--- src/rtl/id_issue_stage_pkg.sv ---
// Package for the decode/issue stage: MIPS opcode/funct codes, ALU op and
// result-select encodings, and small helpers shared by decoder and stage.
package id_issue_stage_pkg;

  // Primary opcodes
  localparam logic [5:0] OP_SPECIAL = 6'b000000;
  localparam logic [5:0] OP_ANDI    = 6'b001100;
  localparam logic [5:0] OP_ORI     = 6'b001101;
  localparam logic [5:0] OP_XORI    = 6'b001110;
  localparam logic [5:0] OP_LUI     = 6'b001111;
  localparam logic [5:0] OP_PREF    = 6'b110011;

  // SPECIAL funct codes
  localparam logic [5:0] FN_SLL  = 6'b000000;
  localparam logic [5:0] FN_SRL  = 6'b000010;
  localparam logic [5:0] FN_SRA  = 6'b000011;
  localparam logic [5:0] FN_SLLV = 6'b000100;
  localparam logic [5:0] FN_SRLV = 6'b000110;
  localparam logic [5:0] FN_SRAV = 6'b000111;
  localparam logic [5:0] FN_SYNC = 6'b001111;
  localparam logic [5:0] FN_AND  = 6'b100100;
  localparam logic [5:0] FN_OR   = 6'b100101;
  localparam logic [5:0] FN_XOR  = 6'b100110;
  localparam logic [5:0] FN_NOR  = 6'b100111;

  typedef enum logic [7:0] {
    ALU_NOP = 8'h00,
    ALU_SRL = 8'h02,
    ALU_SRA = 8'h03,
    ALU_AND = 8'h24,
    ALU_OR  = 8'h25,
    ALU_XOR = 8'h26,
    ALU_NOR = 8'h27,
    ALU_SLL = 8'h7C
  } alu_op_e;

  // SEL_NOP doubles as the "no execute result" select for nops and illegals
  typedef enum logic [2:0] {
    SEL_NOP   = 3'b000,
    SEL_LOGIC = 3'b001,
    SEL_SHIFT = 3'b010
  } alu_sel_e;

  localparam logic [31:0] ZERO_WORD    = '0;
  localparam logic [4:0]  NOP_REG_ADDR = '0;

  function automatic logic [31:0] zext16(input logic [15:0] v);
    return {16'h0000, v};
  endfunction

endpackage

--- src/rtl/id_issue_stage_decode.sv ---
// id_decode: pure combinational instruction decoder.
// Ports:
//   inst     in   instruction word
//   alu_op   out  ALU operation code
//   alu_sel  out  result select
//   re1/re2  out  source read enables (rs / rt); 0 means use imm1 / imm2
//   ra1/ra2  out  source addresses inst[25:21] / inst[20:16]
//   waddr    out  destination register, we: destination write enable
//   imm1     out  immediate used for source 1 when re1=0 (shift amount)
//   imm2     out  immediate used for source 2 when re2=0 (imm16 / lui)
//   swap     out  variable shift: src1 takes rt value, src2 takes rs[4:0]
//   illegal  out  opcode/funct not in the supported set
module id_decode
  import id_issue_stage_pkg::*;
(
  input  logic [31:0] inst,
  output logic [7:0]  alu_op,
  output logic [2:0]  alu_sel,
  output logic        re1,
  output logic        re2,
  output logic [4:0]  ra1,
  output logic [4:0]  ra2,
  output logic [4:0]  waddr,
  output logic        we,
  output logic [31:0] imm1,
  output logic [31:0] imm2,
  output logic        swap,
  output logic        illegal
);

  logic [5:0]  opcode;
  logic [5:0]  funct;
  logic [4:0]  rs;
  logic [4:0]  rt;
  logic [4:0]  rd;
  logic [4:0]  sa;
  logic [15:0] imm16;

  assign opcode = inst[31:26];
  assign rs     = inst[25:21];
  assign rt     = inst[20:16];
  assign rd     = inst[15:11];
  assign sa     = inst[10:6];
  assign funct  = inst[5:0];
  assign imm16  = inst[15:0];

  assign ra1 = rs;
  assign ra2 = rt;

  always_comb begin
    alu_op  = ALU_NOP;
    alu_sel = SEL_NOP;
    re1     = 1'b0;
    re2     = 1'b0;
    waddr   = NOP_REG_ADDR;
    we      = 1'b0;
    imm1    = ZERO_WORD;
    imm2    = ZERO_WORD;
    swap    = 1'b0;
    illegal = 1'b0;
    case (opcode)
      OP_SPECIAL: begin
        case (funct)
          FN_AND, FN_OR, FN_XOR, FN_NOR: begin
            if (sa == 5'd0) begin
              re1     = 1'b1;
              re2     = 1'b1;
              waddr   = rd;
              we      = 1'b1;
              alu_sel = SEL_LOGIC;
              case (funct)
                FN_AND:  alu_op = ALU_AND;
                FN_OR:   alu_op = ALU_OR;
                FN_XOR:  alu_op = ALU_XOR;
                default: alu_op = ALU_NOR;
              endcase
            end else begin
              illegal = 1'b1;
            end
          end
          FN_SLL, FN_SRL, FN_SRA: begin
            if (rs == 5'd0) begin
              re2     = 1'b1;
              imm1    = {27'd0, sa};
              waddr   = rd;
              we      = 1'b1;
              alu_sel = SEL_SHIFT;
              case (funct)
                FN_SLL:  alu_op = ALU_SLL;
                FN_SRL:  alu_op = ALU_SRL;
                default: alu_op = ALU_SRA;
              endcase
            end else begin
              illegal = 1'b1;
            end
          end
          FN_SLLV, FN_SRLV, FN_SRAV: begin
            if (sa == 5'd0) begin
              re1     = 1'b1;
              re2     = 1'b1;
              swap    = 1'b1;
              waddr   = rd;
              we      = 1'b1;
              alu_sel = SEL_SHIFT;
              case (funct)
                FN_SLLV: alu_op = ALU_SLL;
                FN_SRLV: alu_op = ALU_SRL;
                default: alu_op = ALU_SRA;
              endcase
            end else begin
              illegal = 1'b1;
            end
          end
          FN_SYNC: begin
          end
          default: illegal = 1'b1;
        endcase
      end
      OP_ANDI, OP_ORI, OP_XORI: begin
        re1     = 1'b1;
        imm2    = zext16(imm16);
        waddr   = rt;
        we      = 1'b1;
        alu_sel = SEL_LOGIC;
        case (opcode)
          OP_ANDI: alu_op = ALU_AND;
          OP_ORI:  alu_op = ALU_OR;
          default: alu_op = ALU_XOR;
        endcase
      end
      OP_LUI: begin
        // lui executes as $0 | {imm16,16'h0}
        imm2    = {imm16, 16'h0000};
        waddr   = rt;
        we      = 1'b1;
        alu_sel = SEL_LOGIC;
        alu_op  = ALU_OR;
      end
      OP_PREF: begin
      end
      default: illegal = 1'b1;
    endcase
  end

endmodule

--- src/rtl/id_issue_stage.sv ---
// id_issue_stage: decode/issue stage between the IF/ID register and EX.
// Decodes logic/shift instructions (id_decode), resolves operands through
// FWD_PORTS forwarding sources (port 0 youngest), interlocks on load-use,
// and registers the bundle into ID/EX with a valid/ready handshake.
// Ports:
//   clk, rst (sync, active-high), flush
//   in_valid/in_ready/in_pc/in_inst       upstream handshake + instruction
//   rf_re*/rf_ra*/rf_rd*                  register file read port pair
//   fwd_we/fwd_pending/fwd_addr/fwd_data  packed forwarding sources
//   out_valid/out_ready + out_* fields    registered ID/EX bundle
// Option: define ID_STALL_CNT_EN to add stall_cnt[31:0], a saturating count
//   of cycles with a valid instruction held back by a hazard.
module id_issue_stage
  import id_issue_stage_pkg::*;
#(
  parameter int DATA_W    = 32,
  parameter int RADDR_W   = 5,
  parameter int FWD_PORTS = 2,
  parameter int ALU_OP_W  = 8,
  parameter int ALU_SEL_W = 3
)(
  input  logic                          clk,
  input  logic                          rst,
  input  logic                          flush,
  input  logic                          in_valid,
  output logic                          in_ready,
  input  logic [31:0]                   in_pc,
  input  logic [31:0]                   in_inst,
  output logic                          rf_re1,
  output logic                          rf_re2,
  output logic [RADDR_W-1:0]            rf_ra1,
  output logic [RADDR_W-1:0]            rf_ra2,
  input  logic [DATA_W-1:0]             rf_rd1,
  input  logic [DATA_W-1:0]             rf_rd2,
  input  logic [FWD_PORTS-1:0]          fwd_we,
  input  logic [FWD_PORTS-1:0]          fwd_pending,
  input  logic [FWD_PORTS*RADDR_W-1:0]  fwd_addr,
  input  logic [FWD_PORTS*DATA_W-1:0]   fwd_data,
  output logic                          out_valid,
  input  logic                          out_ready,
  output logic [31:0]                   out_pc,
  output logic [ALU_OP_W-1:0]           out_alu_op,
  output logic [ALU_SEL_W-1:0]          out_alu_sel,
  output logic [DATA_W-1:0]             out_src1,
  output logic [DATA_W-1:0]             out_src2,
  output logic [RADDR_W-1:0]            out_waddr,
  output logic                          out_we,
  output logic                          out_illegal
`ifdef ID_STALL_CNT_EN
  ,
  output logic [31:0]                   stall_cnt
`endif
);

  logic [7:0]          dec_alu_op;
  logic [2:0]          dec_alu_sel;
  logic                dec_re1;
  logic                dec_re2;
  logic [4:0]          dec_ra1;
  logic [4:0]          dec_ra2;
  logic [4:0]          dec_waddr;
  logic                dec_we;
  logic [31:0]         dec_imm1;
  logic [31:0]         dec_imm2;
  logic                dec_swap;
  logic                dec_illegal;

  logic                hit_a;
  logic                hit_b;
  logic                pend_a;
  logic                pend_b;
  logic [DATA_W-1:0]   fwd_a;
  logic [DATA_W-1:0]   fwd_b;
  logic [DATA_W-1:0]   opnd_a;
  logic [DATA_W-1:0]   opnd_b;
  logic [DATA_W-1:0]   src1_d;
  logic [DATA_W-1:0]   src2_d;
  logic                hazard;
  logic                xfer;

  id_decode u_decode (
    .inst    (in_inst),
    .alu_op  (dec_alu_op),
    .alu_sel (dec_alu_sel),
    .re1     (dec_re1),
    .re2     (dec_re2),
    .ra1     (dec_ra1),
    .ra2     (dec_ra2),
    .waddr   (dec_waddr),
    .we      (dec_we),
    .imm1    (dec_imm1),
    .imm2    (dec_imm2),
    .swap    (dec_swap),
    .illegal (dec_illegal)
  );

  assign rf_re1 = dec_re1;
  assign rf_re2 = dec_re2;
  assign rf_ra1 = RADDR_W'(dec_ra1);
  assign rf_ra2 = RADDR_W'(dec_ra2);

  // First (youngest) matching writer wins; its pending flag decides the stall.
  always_comb begin
    hit_a  = 1'b0;
    hit_b  = 1'b0;
    pend_a = 1'b0;
    pend_b = 1'b0;
    fwd_a  = '0;
    fwd_b  = '0;
    for (int unsigned i = 0; i < FWD_PORTS; i++) begin
      if (!hit_a && fwd_we[i] && (fwd_addr[i*RADDR_W +: RADDR_W] == rf_ra1)) begin
        hit_a  = 1'b1;
        pend_a = fwd_pending[i];
        fwd_a  = fwd_data[i*DATA_W +: DATA_W];
      end
      if (!hit_b && fwd_we[i] && (fwd_addr[i*RADDR_W +: RADDR_W] == rf_ra2)) begin
        hit_b  = 1'b1;
        pend_b = fwd_pending[i];
        fwd_b  = fwd_data[i*DATA_W +: DATA_W];
      end
    end
  end

  always_comb begin
    if (!dec_re1)            opnd_a = DATA_W'(dec_imm1);
    else if (rf_ra1 == '0)   opnd_a = '0;
    else if (hit_a)          opnd_a = fwd_a;
    else                     opnd_a = rf_rd1;

    if (!dec_re2)            opnd_b = DATA_W'(dec_imm2);
    else if (rf_ra2 == '0)   opnd_b = '0;
    else if (hit_b)          opnd_b = fwd_b;
    else                     opnd_b = rf_rd2;
  end

  assign hazard = (dec_re1 && (rf_ra1 != '0) && hit_a && pend_a) ||
                  (dec_re2 && (rf_ra2 != '0) && hit_b && pend_b);

  // Variable shifts take the value from rt and the amount from rs[4:0].
  assign src1_d = dec_swap ? opnd_b : opnd_a;
  assign src2_d = dec_swap ? {{(DATA_W-5){1'b0}}, opnd_a[4:0]} : opnd_b;

  // Flush opens the input so the upstream beat is consumed and discarded.
  assign in_ready = !rst && (flush || (!hazard && (!out_valid || out_ready)));
  assign xfer     = in_valid && in_ready;

  always_ff @(posedge clk) begin
    if (rst) begin
      out_valid   <= 1'b0;
      out_pc      <= '0;
      out_alu_op  <= '0;
      out_alu_sel <= '0;
      out_src1    <= '0;
      out_src2    <= '0;
      out_waddr   <= '0;
      out_we      <= 1'b0;
      out_illegal <= 1'b0;
    end else if (flush) begin
      out_valid <= 1'b0;
    end else if (xfer) begin
      out_valid   <= 1'b1;
      out_pc      <= in_pc;
      out_alu_op  <= ALU_OP_W'(dec_alu_op);
      out_alu_sel <= ALU_SEL_W'(dec_alu_sel);
      out_src1    <= src1_d;
      out_src2    <= src2_d;
      out_waddr   <= RADDR_W'(dec_waddr);
      out_we      <= dec_we;
      out_illegal <= dec_illegal;
    end else if (out_ready || !out_valid) begin
      // Bundle consumed (or none) with nothing new: bubble, fields hold.
      out_valid <= 1'b0;
    end
  end

`ifdef ID_STALL_CNT_EN
  always_ff @(posedge clk) begin
    if (rst) begin
      stall_cnt <= '0;
    end else if (in_valid && hazard && !flush && (stall_cnt != '1)) begin
      stall_cnt <= stall_cnt + 32'd1;
    end
  end
`endif

endmodule

--- config.mk ---
export PLATFORM = sky130hd
export DESIGN_NAME = id_issue_stage
export DESIGN_NICKNAME = d
export VERILOG_FILES = /design/src/rtl/id_issue_stage_pkg.sv /design/src/rtl/id_issue_stage_decode.sv /design/src/rtl/id_issue_stage.sv
export SDC_FILE = /design/constraint.sdc
export NUM_CORES = 1
export LEC_CHECK = 0
export CORE_ASPECT_RATIO = 1.25
export CORE_MARGIN = 2
export CORE_UTILIZATION = 42
export DETAILED_ROUTE_END_ITERATION = 8
export PLACE_DENSITY = 0.91
export SETUP_SLACK_MARGIN = 0.1
export SLEW_MARGIN = 20
export SYNTH_ARGS = -nofsm -noshare
export SYNTH_HDL_FRONTEND = slang
export SYNTH_SLANG_ARGS = --single-unit
--- constraint.sdc ---
create_clock -name clk -period 4.4 [get_ports clk]
set_input_delay 1.32 -clock clk [delete_from_list [all_inputs] [get_ports clk]]
set_output_delay 1.32 -clock clk [all_outputs]
set_load 0.01 [all_outputs]
The metal 4 layer:
Supply wires on this layer in grey.
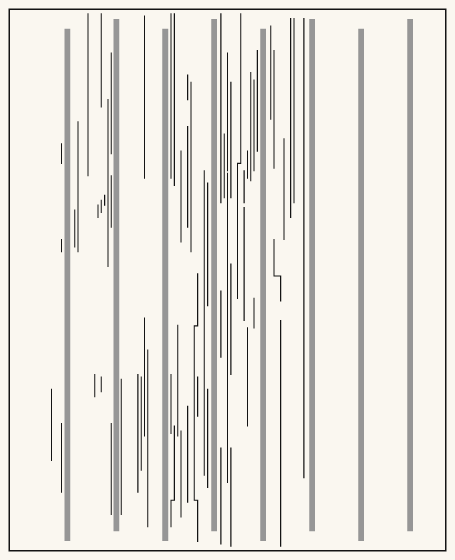
longest straight run: 127 um
share of all routed wire: 6.2%
main direction: vertical
wire length on this layer: 2050 um
nets with wire on the layer: 57
total number of vias: 9164
total wire length: 32950 um

Met1 routing:
The bar under the picture is 20 um long. Supply wires on this layer in grey.
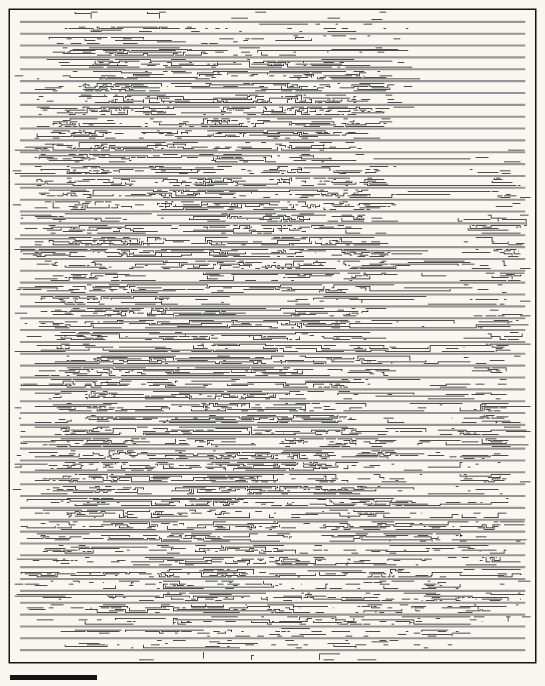
share of all routed wire: 37%
nets with wire on the layer: 1302
M1 GR Usage: 0.4125

==> reports/qor.yml <==
synth-area-yosys_sq_um: 7123
numCtsBuffers: 9
synth-main-ff-cell: "dfxtp_1"
htreeDepth: 3
netlist_area_sq_um: 7123
fin_util: 0.6946
yosys.cell_types.count: 61
dp.cells: 1461
grt_pass1_wl_um: 48490
crit_chain: "clkdlybuf4s15_1 -> and2_4 -> a2111o_1 -> a211o_1 -> o211a_1 -> nor2_1 -> nor2_1 -> buf_2"
endpoint_kind: "primary output"
area.growth.synth_to_final_pct: 62.95
hold_path.class: "flip-flop to flip-flop"
cts_tree: "done"
final_net_count: 1473
powerDensity_nw_per_um2: 218.0
crit_arrival_ns: 2.94
place_hpwl_um: 24910
synth.avg_cell_area_sq_um: 7.759
numSynthFlops: 110
rows: 53
insertion_delay_ns: 0.36
nFillCells: 1355
status: "complete, no violations"
grt_overflow: 0
start_kind: "primary input"
dp_slack_ns: -0.6317
top_cells_by_count: "110 x dfxtp_1, 85 x a21oi_1, 82 x nand2_1"
ant_nets: 0
ys_seq_share: 0.3092
first_pass_iters: 6
cp_slowest_cell: "a2111o_1"
drt_iter0_markers: 892
path_max_fanout: 4
drc: 0
yosysTopAreaCellShare: 0.3092
clock-root-buffer: "clkbuf_16"
path_class: "primary input to primary output"
finalWorstPathRequiredPeriod_ns: 4.258
fp_util: 0.4263
postSynth.asyncResetShare: 0
required_ns: 3.08
The metal 3 layer:
The bar under the picture is 20 um long. Cells faint in the background.
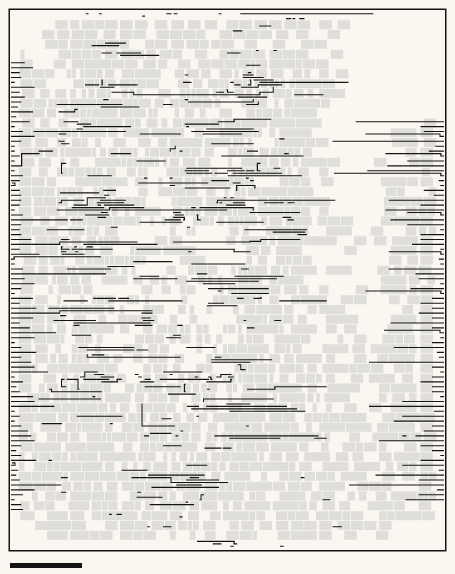
wire length on this layer: 3060 um
nets with wire on the layer: 339
longest straight run: 36.6 um
main direction: horizontal
GR met3 Demand/Resource: 0.06288

Clock wiring as the flow saved it:
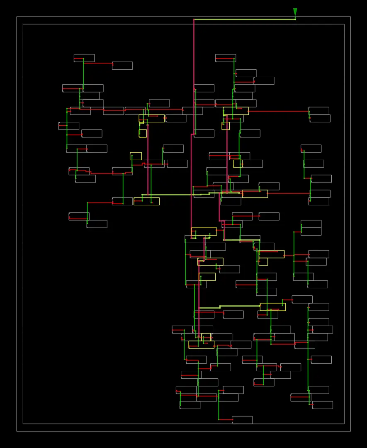
clk sink count: 110
skew final: 0.006841 ns

logic make-up (layout without fill, tap and decap cells):
kind of cell | count (synthesis) | in the layout | share of synthesized area
XOR/XNOR | 20 | 20 | 0.02459
AND-OR/OR-AND | 382 | 382 | 0.3745
multiplexers | 27 | 27 | 0.03794
flip-flops | 110 | 110 | 0.3092
buffers and inverters | 119 | 467 | 0.07799
other | 1 | 3 | 0.0005265
AND/OR/NAND/NOR | 259 | 259 | 0.1753
worst max-delay path: cells and delay by family:
family / cells / cell delay [ns]
AND-OR/OR-AND: 3 / 0.87
buffers and inverters: 2 / 0.39
AND/OR/NAND/NOR: 3 / 0.34
what timing repair did:
item                                    in CTS  in global routing
pin swaps                                   24                 31
resized                                     87                 89
setup buffers                                5                  5
endpoints found under the setup margin       3                  3
path summary, 6_finish.rpt:
path                            slack [ns]         from            to  depth (start not counted)
worst min-delay path                  0.48  out_src2[4]   out_src2[4]                          2
worst max-delay path                  0.14    fwd_we[0]      in_ready                          8
worst min register to register        0.48  out_src2[4]   out_src2[4]                          2
worst max register to register        2.63    out_valid  out_src2[31]                          6
through the flow:
stage          hold WS (ns)  area, sq um
5_1_grt              0.4938        11600
2_1_floorplan        0.4945         7127
3_3_place_gp         0.4545        11020
4_1_cts              0.4764        11390
6_report             0.4793        11610
3_5_place_dp         0.4660        11020
layer usage:
metal	part of all wire	global-route usage
met4	0.062	0.1802
met3	0.093	0.06288
met2	0.48	0.5898
met1	0.37	0.4125
met5	0	0
report_power, final:
part / internal, mW / switching, mW
sequential: 1.03 / 0.0209
clock: 0.397 / 0.407
combinational: 0.361 / 0.314
total: 1.79 / 0.742
layout make-up:
| class | count | area share |
|---|---|---|
| antenna | 1 | 0.0002156 |
| clock buffer | 9 | 0.01940 |
| clock inverter | 7 | 0.005929 |
| inverter | 10 | 0.003449 |
| multi-input combinational | 690 | 0.4009 |
| sequential | 110 | 0.1897 |
| tap | 220 | 0.02371 |
| timing repair buffer | 441 | 0.3567 |
registers in the layout (all words and copies together) (netlist names):
name and count:
out_pc 32, out_src1 32, out_src2 32, out_waddr 5, out_alu_op 4, out_alu_sel 2
out_illegal 1, out_valid 1, out_we 1
placed cells by master (no fill, tap or decap), drive strengths merged, types with 16 or more instances in the layout:
| cell | netlist | layout |
|---|---|---|
| nor2 | 68 | 68 |
| o211ai | 42 | 42 |
| mux2i | 27 | 27 |
| a31o | 38 | 38 |
| clkbuf | 65 | 21 |
| o31ai | 24 | 24 |
| xnor2 | 16 | 16 |
| nand2 | 85 | 85 |
| a211oi | 59 | 59 |
| a21boi | 24 | 24 |
| a21oi | 85 | 85 |
| a2111oi | 19 | 19 |
| dfxtp | 110 | 110 |
| buf | 44 | 119 |
| o21ai | 51 | 51 |
| clkdlybuf4s50 | 0 | 291 |
| and3 | 42 | 42 |
